Fig. 1: run 1, wire density map
The die is cut into 37 by 37 equal tiles; dark blue is low, red is high, scaled to the fullest tile. Values are wire area over tile area, all layers added.
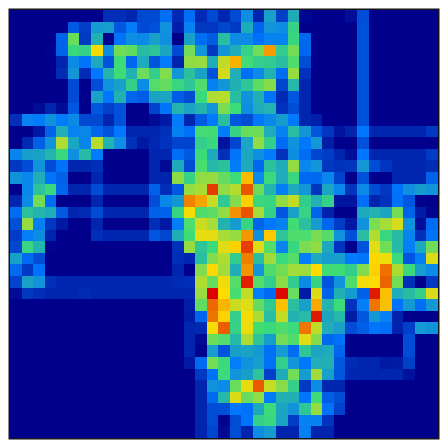
Fig. 2: run 1, routed clock nets over the placement
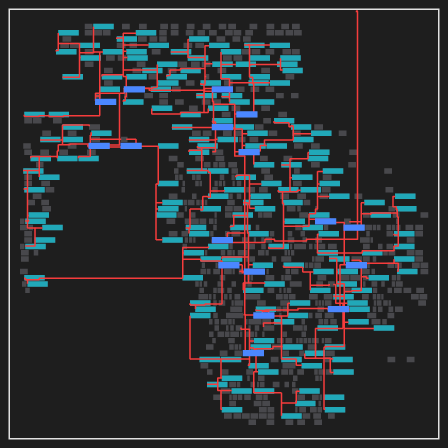
Fig. 3: run 1, cells by drive strength
The bar under the picture is 50 um long.
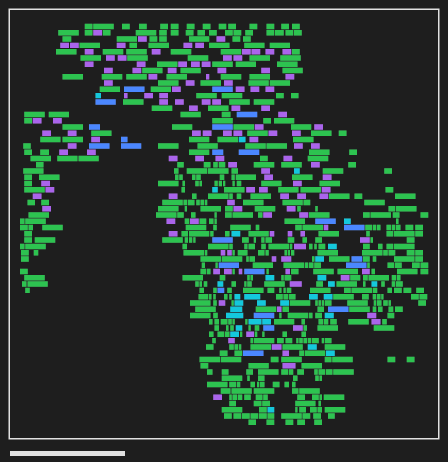
### config.mk
export PLATFORM = sky130hd
export DESIGN_NAME = serial_cmd_frame_parser
export DESIGN_NICKNAME = d
export VERILOG_FILES = /design/src/rtl/serial_cmd_frame_parser.sv
export SDC_FILE = /design/constraint.sdc
export NUM_CORES = 1
export LEC_CHECK = 0
export CORE_MARGIN = 4
export CORE_UTILIZATION = 25
export DETAILED_ROUTE_END_ITERATION = 7
export GPL_ROUTABILITY_DRIVEN = 0
export SLEW_MARGIN = 20
export SYNTH_ARGS = -nofsm -noshare
export SYNTH_HDL_FRONTEND = slang
export SYNTH_SLANG_ARGS = --single-unit
### constraint.sdc
create_clock -name clk -period 12.2 [get_ports clk]
set_input_delay 3.66 -clock clk [delete_from_list [all_inputs] [get_ports clk]]
set_output_delay 3.66 -clock clk [all_outputs]
set_load 0.005 [all_outputs]
### src/rtl/serial_cmd_frame_parser.sv
// Byte-stream command framer: hunts SOF, assembles CMD/ADDR/DATA/XOR-checksum frames,
// validates them and presents one command at a time on a valid/ready handshake.
module serial_cmd_frame_parser #(
  parameter logic [7:0]  SOF_BYTE       = 8'hA5,
  parameter int          DATA_BYTES     = 4,
  parameter logic [23:0] TIMEOUT_CYCLES = 24'd500000
) (
  input  logic                    clk,
  input  logic                    rst,
  input  logic [7:0]              rx_data,
  input  logic                    rx_byte_received,
  input  logic                    rx_err,
  output logic                    rx_read,
  output logic                    cmd_valid,
  input  logic                    cmd_ready,
  output logic [7:0]              cmd_code,
  output logic [7:0]              cmd_addr,
  output logic [8*DATA_BYTES-1:0] cmd_data,
  output logic                    frame_err,
  output logic [2:0]              frame_err_code,
  output logic [15:0]             frames_ok,
  output logic [15:0]             frames_bad
);

  localparam int         DW       = 8 * DATA_BYTES;
  localparam logic [1:0] LAST_IDX = 2'(DATA_BYTES - 1);
  localparam logic [2:0] ERR_CSUM = 3'd1;
  localparam logic [2:0] ERR_CMD  = 3'd2;
  localparam logic [2:0] ERR_TMO  = 3'd3;
  localparam logic [2:0] ERR_RX   = 3'd4;

  typedef enum logic [2:0] {
    ST_IDLE     = 3'd0,
    ST_GET_CMD  = 3'd1,
    ST_GET_ADDR = 3'd2,
    ST_GET_DATA = 3'd3,
    ST_GET_CSUM = 3'd4,
    ST_CHECK    = 3'd5,
    ST_PRESENT  = 3'd6
  } state_t;

  function automatic logic known_cmd(input logic [7:0] code);
    return (code == 8'h01) || (code == 8'h02);
  endfunction

  // First payload byte ends up in the MSBs after DATA_BYTES shifts.
  function automatic logic [DW-1:0] shift_in(input logic [DW-1:0] cur, input logic [7:0] b);
    logic [DW+7:0] wide;
    wide = {cur, b};
    return wide[DW-1:0];
  endfunction

  function automatic logic [15:0] sat_inc(input logic [15:0] v);
    return (v == 16'hFFFF) ? v : v + 16'd1;
  endfunction

  state_t          state_r, state_next_s;
  logic            rx_read_prev_r;
  logic [7:0]      acc_r, cmd_asm_r, addr_asm_r, csum_r;
  logic [DW-1:0]   data_asm_r;
  logic [1:0]      byte_idx_r;
  logic [23:0]     tmo_cnt_r;
  logic            cmd_valid_r, frame_err_r;
  logic [7:0]      cmd_code_r, cmd_addr_r;
  logic [DW-1:0]   cmd_data_r;
  logic [2:0]      frame_err_code_r;
  logic [15:0]     frames_ok_r, frames_bad_r;

  logic            in_get_s, rx_err_hit_s, tmo_hit_s, pop_s;
  logic            csum_bad_s, cmd_bad_s, err_s, accept_s;
  logic [2:0]      err_code_s;

  // Pop/abort/accept qualification; rx_read must be combinational so the byte is captured in the pop cycle.
  always_comb begin
    in_get_s     = (state_r == ST_GET_CMD) || (state_r == ST_GET_ADDR) ||
                   (state_r == ST_GET_DATA) || (state_r == ST_GET_CSUM);
    rx_err_hit_s = in_get_s && rx_err;
    tmo_hit_s    = in_get_s && !rx_err && (tmo_cnt_r == (TIMEOUT_CYCLES - 24'd1));
    pop_s        = !rst && ((state_r == ST_IDLE) || in_get_s) && rx_byte_received &&
                   !rx_read_prev_r && !rx_err_hit_s && !tmo_hit_s;
    csum_bad_s   = (state_r == ST_CHECK) && (csum_r != acc_r);
    cmd_bad_s    = (state_r == ST_CHECK) && !csum_bad_s && !known_cmd(cmd_asm_r);
    err_s        = rx_err_hit_s || tmo_hit_s || csum_bad_s || cmd_bad_s;
    accept_s     = (state_r == ST_PRESENT) && cmd_valid_r && cmd_ready;
  end

  // Error code selection, highest priority first.
  always_comb begin
    err_code_s = 3'd0;
    if (rx_err_hit_s) begin
      err_code_s = ERR_RX;
    end else if (tmo_hit_s) begin
      err_code_s = ERR_TMO;
    end else if (csum_bad_s) begin
      err_code_s = ERR_CSUM;
    end else if (cmd_bad_s) begin
      err_code_s = ERR_CMD;
    end else begin
      err_code_s = 3'd0;
    end
  end

  // Next-state logic.
  always_comb begin
    state_next_s = state_r;
    if (rx_err_hit_s || tmo_hit_s) begin
      state_next_s = ST_IDLE;
    end else begin
      case (state_r)
        ST_IDLE:     state_next_s = (pop_s && (rx_data == SOF_BYTE)) ? ST_GET_CMD : ST_IDLE;
        ST_GET_CMD:  state_next_s = pop_s ? ST_GET_ADDR : ST_GET_CMD;
        ST_GET_ADDR: state_next_s = pop_s ? ST_GET_DATA : ST_GET_ADDR;
        ST_GET_DATA: state_next_s = (pop_s && (byte_idx_r == LAST_IDX)) ? ST_GET_CSUM : ST_GET_DATA;
        ST_GET_CSUM: state_next_s = pop_s ? ST_CHECK : ST_GET_CSUM;
        ST_CHECK:    state_next_s = err_s ? ST_IDLE : ST_PRESENT;
        ST_PRESENT:  state_next_s = accept_s ? ST_IDLE : ST_PRESENT;
        default:     state_next_s = ST_IDLE;
      endcase
    end
  end

  // State register.
  always_ff @(posedge clk or posedge rst) begin
    if (rst) begin
      state_r <= ST_IDLE;
    end else begin
      state_r <= state_next_s;
    end
  end

  // Frame assembly, timeout counter, presented outputs and statistics.
  always_ff @(posedge clk or posedge rst) begin
    if (rst) begin
      rx_read_prev_r   <= 1'b0;
      acc_r            <= 8'h00;
      cmd_asm_r        <= 8'h00;
      addr_asm_r       <= 8'h00;
      csum_r           <= 8'h00;
      data_asm_r       <= '0;
      byte_idx_r       <= 2'd0;
      tmo_cnt_r        <= 24'd0;
      cmd_valid_r      <= 1'b0;
      frame_err_r      <= 1'b0;
      cmd_code_r       <= 8'h00;
      cmd_addr_r       <= 8'h00;
      cmd_data_r       <= '0;
      frame_err_code_r <= 3'd0;
      frames_ok_r      <= 16'd0;
      frames_bad_r     <= 16'd0;
    end else begin
      rx_read_prev_r <= pop_s;
      frame_err_r    <= err_s;

      if (pop_s || !in_get_s) begin
        tmo_cnt_r <= 24'd0;
      end else begin
        tmo_cnt_r <= tmo_cnt_r + 24'd1;
      end

      if (pop_s) begin
        case (state_r)
          ST_IDLE: begin
            acc_r      <= 8'h00;
            byte_idx_r <= 2'd0;
          end
          ST_GET_CMD: begin
            cmd_asm_r <= rx_data;
            acc_r     <= acc_r ^ rx_data;
          end
          ST_GET_ADDR: begin
            addr_asm_r <= rx_data;
            acc_r      <= acc_r ^ rx_data;
          end
          ST_GET_DATA: begin
            data_asm_r <= shift_in(data_asm_r, rx_data);
            acc_r      <= acc_r ^ rx_data;
            byte_idx_r <= byte_idx_r + 2'd1;
          end
          ST_GET_CSUM: csum_r <= rx_data;
          default: acc_r <= acc_r;
        endcase
      end

      if (err_s) begin
        frame_err_code_r <= err_code_s;
        frames_bad_r     <= sat_inc(frames_bad_r);
      end

      if ((state_r == ST_CHECK) && !err_s) begin
        cmd_valid_r <= 1'b1;
        cmd_code_r  <= cmd_asm_r;
        cmd_addr_r  <= addr_asm_r;
        cmd_data_r  <= data_asm_r;
      end

      if (accept_s) begin
        cmd_valid_r <= 1'b0;
        frames_ok_r <= sat_inc(frames_ok_r);
      end
    end
  end

  assign rx_read        = pop_s;
  assign cmd_valid      = cmd_valid_r;
  assign cmd_code       = cmd_code_r;
  assign cmd_addr       = cmd_addr_r;
  assign cmd_data       = cmd_data_r;
  assign frame_err      = frame_err_r;
  assign frame_err_code = frame_err_code_r;
  assign frames_ok      = frames_ok_r;
  assign frames_bad     = frames_bad_r;

endmodule
==> tab_implementation.tex, run 1 <==
% Generated from flow reports
\begin{tabular}{lr}
\hline
Metric & Value \\
\hline
\multicolumn{2}{l}{\textbf{Outcome}} \\
\quad Status & finished, final reports clean \\
\multicolumn{2}{l}{\textbf{Final timing}} \\
\quad Max frequency & 0.108 GHz \\
\quad Hold violation count in the final report & 0 \\
\quad Final count of negative-setup-slack endpoints & 0 \\
\quad Final worst clock skew & 11.4 ps \\
\quad Pin slew with the least headroom to its limit & 857 ps \\
\quad Setup repair after global routing missed its margin & no \\
\multicolumn{2}{l}{\textbf{Logic synthesis}} \\
\quad Most frequent cells after synthesis & dfrtp\_1 (179), mux2\_2 (98), xor2\_1 (36) \\
\quad Area fraction in compound gates after synthesis & 3.66\% \\
\quad Area reported by Yosys stat & 7860 um\^{}2 \\
\quad Area share of the largest cell type after synthesis & 57.0\% \\
\quad Ys cells & 606 \\
\quad Distinct cells, synth & 55 \\
\quad Asr flop ratio synth & 100\% \\
\multicolumn{2}{l}{\textbf{Power}} \\
\quad Sequential power & 0.000719 W \\
\quad Combinational logic power & 0.000266 W \\
\quad Switching power total & 0.000440 W \\
\multicolumn{2}{l}{\textbf{Floorplan}} \\
\quad Die Area & 34,300 um\^{}2 \\
\quad Core area & 30,800 um\^{}2 \\
\quad Row count & 64 \\
\multicolumn{2}{l}{\textbf{GRT}} \\
\quad GR Layer Usage met1 & 13.1\% \\
\quad Number of global-route vias before repair & 5,113 \\
\quad Met2 layer usage reported by global route & 16.6\% \\
\quad Busiest layer in global routing & met2 \\
\multicolumn{2}{l}{\textbf{Routing}} \\
\quad Highest layer used for signal routing & met4 \\
\quad Routed length on met1 & 7720 um \\
\quad Via total after detailed routing & 4,933 \\
\quad Residual DRC & 0 \\
\quad Number of routed nets with antenna violations & 0 \\
\multicolumn{2}{l}{\textbf{Clock network}} \\
\quad Number of buffers created by CTS & 17 \\
\quad Root cell of the clock tree & clkbuf\_16 \\
\quad Count of hold buffers inserted by post-cts repair & 0 \\
\quad CTS clk-pin slew, worst paths & 60 ps \\
\quad Clock sink total & 179 \\
\quad TritonCTS clock tree & done \\
\multicolumn{2}{l}{\textbf{Worst setup path}} \\
\quad WP buf/inv & 2 \\
\quad Cell count of the worst reg-to-reg path & 6 \\
\quad Type of origin of the critical path & input port \\
\quad Most Frequent Cell on Critical Path & clkdlybuf4s50\_1 \\
\quad Type of the worst setup path & in -> out \\
\quad CP peak stage delay & 500 ps \\
\quad Slowest cell on the critical path & clkdlybuf4s50\_1 \\
\quad Worst setup path endpoint & rx\_read \\
\multicolumn{2}{l}{\textbf{Layout}} \\
\quad Ratio of cells with drive above 1 in the final layout & 24.7\% \\
\quad Flip-flop and latch share of the layout cell area & 45.8\% \\
\quad Final instance area & 9790 um\^{}2 \\
\quad Clock distribution area overhead in the final layout & 5.72\% \\
\multicolumn{2}{l}{\textbf{Flow run}} \\
\quad OpenROAD warning count & 26 \\
\multicolumn{2}{l}{\textbf{Min path}} \\
\quad Cell depth of the worst min-delay path & 1 \\
\quad Type of the worst min-delay path & reg -> reg \\
\quad Endpoint of the worst hold path & frames\_bad[7] \\
\quad HP Start & frames\_bad[7] \\
\multicolumn{2}{l}{\textbf{Placement}} \\
\quad Placed cell areas & 9230 um\^{}2 \\
\hline
\end{tabular}
## Picture notes: Fig. 1
tiles over half the peak	14%
emptiest ninth of the die	bottom left
fullest tile	0.35
nearly empty tiles	36%
mean over tiles	0.074

## Picture notes: Fig. 2
[clock wires] red | length: 2,430 um
[flip-flops] cyan | count: 179
[clock drivers] blue | count: 17
flops lie	widely spread

## Picture notes: Fig. 3
size	color	cells
_0 and _1 cells	green	542
_6 and larger	blue	23
_2 cells	purple	125
_3 and _4 cells	cyan	30

==> inputs of run 2 (changes only) <==
clock period = 8.5 ns   (was 12.2 ns; I/O delays follow)
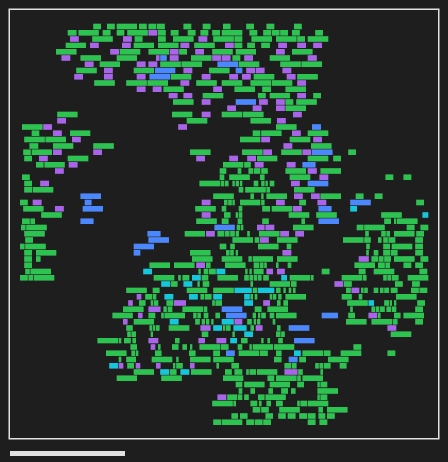
Fig. 4. Cells by drive strength (run 2).
The bar under the picture is 50 um long.
size	color	cells
_2 cells	purple	123
_6 and larger	blue	29
_0 and _1 cells	green	541
_3 and _4 cells	cyan	26

==> tab_implementation.tex, run 2 <==
% Generated from flow reports
\begin{tabular}{lr}
\hline
Metric & Value \\
\hline
\multicolumn{2}{l}{\textbf{Outcome}} \\
\quad Status & finished, final reports clean \\
\multicolumn{2}{l}{\textbf{Logic synthesis}} \\
\quad Most frequent cells after synthesis & dfrtp\_1 (179), mux2\_2 (98), xor2\_1 (36) \\
\quad Area reported by Yosys stat & 7860 um\^{}2 \\
\quad Asr flop ratio synth & 100\% \\
\quad Distinct cells, synth & 55 \\
\quad Area fraction in compound gates after synthesis & 3.66\% \\
\quad Ys cells & 606 \\
\multicolumn{2}{l}{\textbf{Routing}} \\
\quad Number of routed nets with antenna violations & 0 \\
\quad Via total after detailed routing & 4,993 \\
\quad Residual DRC & 0 \\
\multicolumn{2}{l}{\textbf{Worst setup path}} \\
\quad Slowest cell on the critical path & clkdlybuf4s50\_1 \\
\quad Cell count of the worst reg-to-reg path & 6 \\
\quad Most Frequent Cell on Critical Path & clkdlybuf4s50\_1 \\
\quad Type of origin of the critical path & input port \\
\quad Type of the worst setup path & in -> out \\
\quad CP peak stage delay & 490 ps \\
\quad Worst setup path endpoint & rx\_read \\
\multicolumn{2}{l}{\textbf{GRT}} \\
\quad Busiest layer in global routing & met2 \\
\quad GR Layer Usage met1 & 13.5\% \\
\quad Number of global-route vias before repair & 5,144 \\
\multicolumn{2}{l}{\textbf{Final timing}} \\
\quad Pin slew with the least headroom to its limit & 921 ps \\
\quad Final count of negative-setup-slack endpoints & 0 \\
\multicolumn{2}{l}{\textbf{Layout}} \\
\quad Flip-flop and latch share of the layout cell area & 45.6\% \\
\quad Clock distribution area overhead in the final layout & 6.01\% \\
\quad Ratio of cells with drive above 1 in the final layout & 24.8\% \\
\multicolumn{2}{l}{\textbf{Floorplan}} \\
\quad Die Area & 34,300 um\^{}2 \\
\multicolumn{2}{l}{\textbf{Clock network}} \\
\quad Count of hold buffers inserted by post-cts repair & 0 \\
\quad Root cell of the clock tree & clkbuf\_16 \\
\quad TritonCTS clock tree & done \\
\quad CTS clk-pin slew, worst paths & 70 ps \\
\quad Clock sink total & 179 \\
\multicolumn{2}{l}{\textbf{Min path}} \\
\quad Type of the worst min-delay path & reg -> reg \\
\quad Cell depth of the worst min-delay path & 1 \\
\quad Endpoint of the worst hold path & frames\_bad[7] \\
\quad HP Start & frames\_bad[7] \\
\multicolumn{2}{l}{\textbf{Flow run}} \\
\quad OpenROAD warning count & 28 \\
\multicolumn{2}{l}{\textbf{Placement}} \\
\quad DP Worst Slack & 1430 ps \\
\quad Placed cell areas & 9230 um\^{}2 \\
\multicolumn{2}{l}{\textbf{Power}} \\
\quad Switching power total & 0.000678 W \\
\quad Sequential power & 0.00103 W \\
\quad Combinational logic power & 0.000379 W \\
\hline
\end{tabular}
==> inputs of run 3 (changes only) <==
clock period = 7.1 ns   (was 8.5 ns; I/O delays follow)
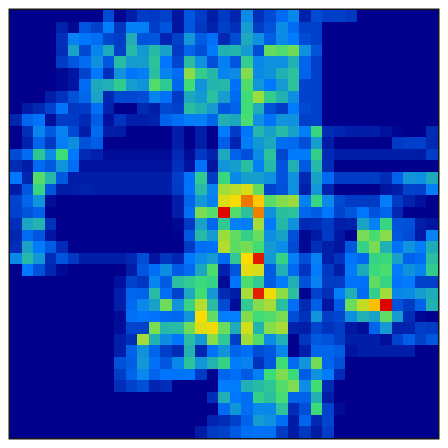
Fig. 5. Wire density map (run 3).
The die is cut into 37 by 37 equal tiles; dark blue is low, red is high, scaled to the fullest tile. Values are wire area over tile area, all layers added.
fullest tile	0.45
tiles over half the peak	6.6%
mean over tiles	0.074
densest ninth of the die	middle
nearly empty tiles	35%

==> tab_implementation.tex, run 3 <==
% Generated from flow reports
\begin{tabular}{lr}
\hline
Metric & Value \\
\hline
\multicolumn{2}{l}{\textbf{Layout}} \\
\quad Ratio of cells with drive above 1 in the final layout & 24.8\% \\
\quad Clock distribution area overhead in the final layout & 6.28\% \\
\quad Flip-flop and latch share of the layout cell area & 45.4\% \\
\quad Final instance area & 9860 um\^{}2 \\
\multicolumn{2}{l}{\textbf{Worst setup path}} \\
\quad Type of the worst setup path & in -> out \\
\quad CP peak stage delay & 490 ps \\
\quad Type of origin of the critical path & input port \\
\quad Most Frequent Cell on Critical Path & clkdlybuf4s50\_1 \\
\multicolumn{2}{l}{\textbf{Clock network}} \\
\quad Number of buffers created by CTS & 17 \\
\quad Clock sink total & 179 \\
\quad TritonCTS clock tree & done \\
\quad Root cell of the clock tree & clkbuf\_16 \\
\quad CTS clk-pin slew, worst paths & 60 ps \\
\multicolumn{2}{l}{\textbf{Min path}} \\
\quad HP Start & frame\_err\_code[2] \\
\quad Endpoint of the worst hold path & frame\_err\_code[2] \\
\quad Cell depth of the worst min-delay path & 2 \\
\multicolumn{2}{l}{\textbf{Logic synthesis}} \\
\quad Area share of the largest cell type after synthesis & 57.0\% \\
\quad Area fraction in compound gates after synthesis & 3.66\% \\
\quad Distinct cells, synth & 55 \\
\quad Asr flop ratio synth & 100\% \\
\quad Ys cells & 606 \\
\quad Area reported by Yosys stat & 7860 um\^{}2 \\
\quad Most frequent cells after synthesis & dfrtp\_1 (179), mux2\_2 (98), xor2\_1 (36) \\
\quad Post-synthesis mux area share & 14.6\% \\
\multicolumn{2}{l}{\textbf{Flow run}} \\
\quad OpenROAD warning count & 27 \\
\multicolumn{2}{l}{\textbf{Floorplan}} \\
\quad Core area & 30,800 um\^{}2 \\
\quad Row count & 64 \\
\quad Die Area & 34,300 um\^{}2 \\
\quad Die width & 185 um \\
\multicolumn{2}{l}{\textbf{Routing}} \\
\quad Highest layer used for signal routing & met4 \\
\quad Residual DRC & 0 \\
\quad Routed length on met1 & 7640 um \\
\quad Via total after detailed routing & 4,984 \\
\multicolumn{2}{l}{\textbf{Final timing}} \\
\quad Hold violation count in the final report & 0 \\
\quad Final count of negative-setup-slack endpoints & 0 \\
\quad Setup repair after global routing missed its margin & no \\
\quad Final worst clock skew & 11.0 ps \\
\quad Pin slew with the least headroom to its limit & 795 ps \\
\multicolumn{2}{l}{\textbf{Power}} \\
\quad Combinational logic power & 0.000456 W \\
\quad Sequential power & 0.00124 W \\
\multicolumn{2}{l}{\textbf{Outcome}} \\
\quad Status & finished, final reports clean \\
\multicolumn{2}{l}{\textbf{GRT}} \\
\quad Number of global-route vias before repair & 5,101 \\
\quad Busiest layer in global routing & met2 \\
\quad GR Layer Usage met1 & 13.2\% \\
\multicolumn{2}{l}{\textbf{Placement}} \\
\quad DP Worst Slack & 874 ps \\
\hline
\end{tabular}
Power figures rest on the tool's default switching activity, not on a simulated workload.
